Design spi_fsm, sky130hd; sources not shown.
Gate-type map:
The bar under the picture is 10 µm long.
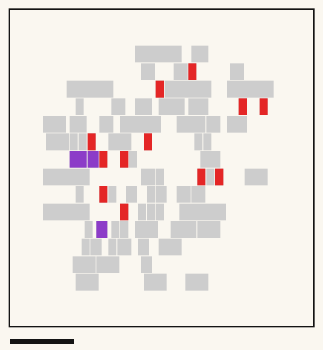
purple -> inverting AOI/OAI gates  # cells 3, most used o21ai_0
red -> inverters  # cells 12, most used inv_1
final cell count without fillers: 94
Commonest Layout Cell: nand2_1
combinational share of cell area: 46.7%

A small window of the routed layout:
The bar under the picture is 5 µm long. Region (14, 24) to (34, 44) µm. Cells in gray, sequential cells in the stronger gray; small squares are vias.
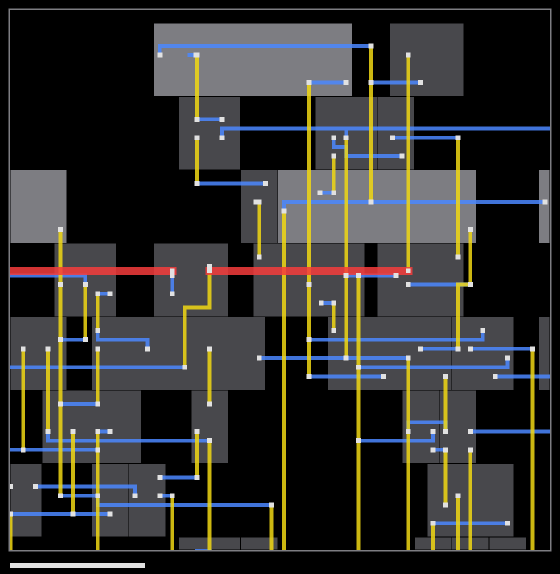
blue -> met1
red -> met3
yellow -> met2
sequential cells in the window = 2
cells with their middle in the window = 23
most frequent = nand2_1 (3)

Routed metal, one color a layer:
The bar under the picture is 10 µm long.
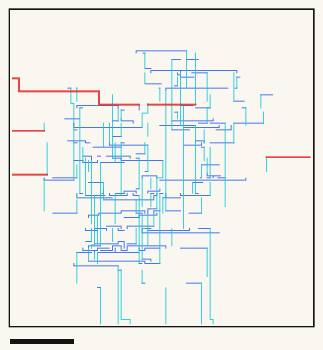
blue -> met1  # wire length 375 µm
red -> met3  # wire length 47.8 µm
cyan -> met2  # wire length 432 µm
GRT Util Overall: 9.73%
WL final: 854 µm
Vias: 419

Where the registers sit:
The bar under the picture is 10 µm long. Other cells in gray.
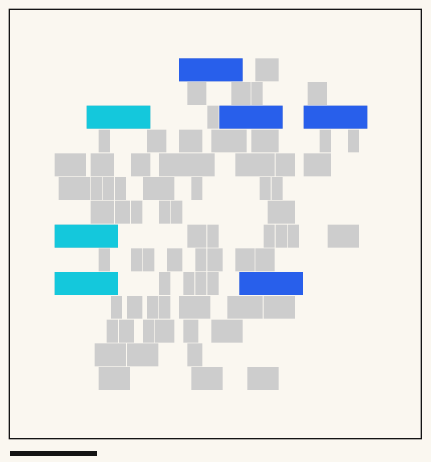
cyan -> r_state  # placed flops 3
blue -> u_bit_counter.r_count  # placed flops 4
P_seq: 0.0703 mW
Reg area: 140 µm²
final core occ: 43.0%

==> results.json <==
{
  "pg_comb_mw": 0.0156,
  "slowest_delay_ns": 0.69,
  "worstHoldPathType": "reg -> reg",
  "n_tap_cell": 16,
  "largest_cell_class": "logic gates",
  "power_frac_comb_pct": 10.5,
  "tightestPinTransition_ns": 0.332,
  "synthTopCellsByArea": "dfxtp_1 29%, nand2_1 10%, nor2_2 6.5%",
  "synthMuxAreaShare_pct": 2.36,
  "globalplace.congestion": 0.771,
  "logic_area_um2": 282,
  "maxPowerGroup": "registers",
  "die_x_um": 47,
  "numSynthFlops": 7,
  "vias_per_cell": 4.46,
  "run_status": "completed",
  "top_usage_layer": "met2",
  "seq_area_share_pct": 23.2,
  "met2_length_um": 431,
  "critPathRequiredTime_ns": 2.77,
  "clk_pin_slew_ns": 0.06,
  "wl_met3_um": 47,
  "path_max_fanout": 8,
  "layout_min_cycle_time_ns": 3.07,
  "cts_tree": "yes",
  "rsz0062_at_grt": "no",
  "p_leak_nw": 0.236,
  "gr-total-overflow": 0,
  "drive_above_1_share_pct": 26.9,
  "rows": 14,
  "warnings": 26,
  "yosysWarnings": 0,
  "syn_area_per_cell_um2": 7.24,
  "fin_area_um2": 603
}
Power and IR drop assume default switching activity.
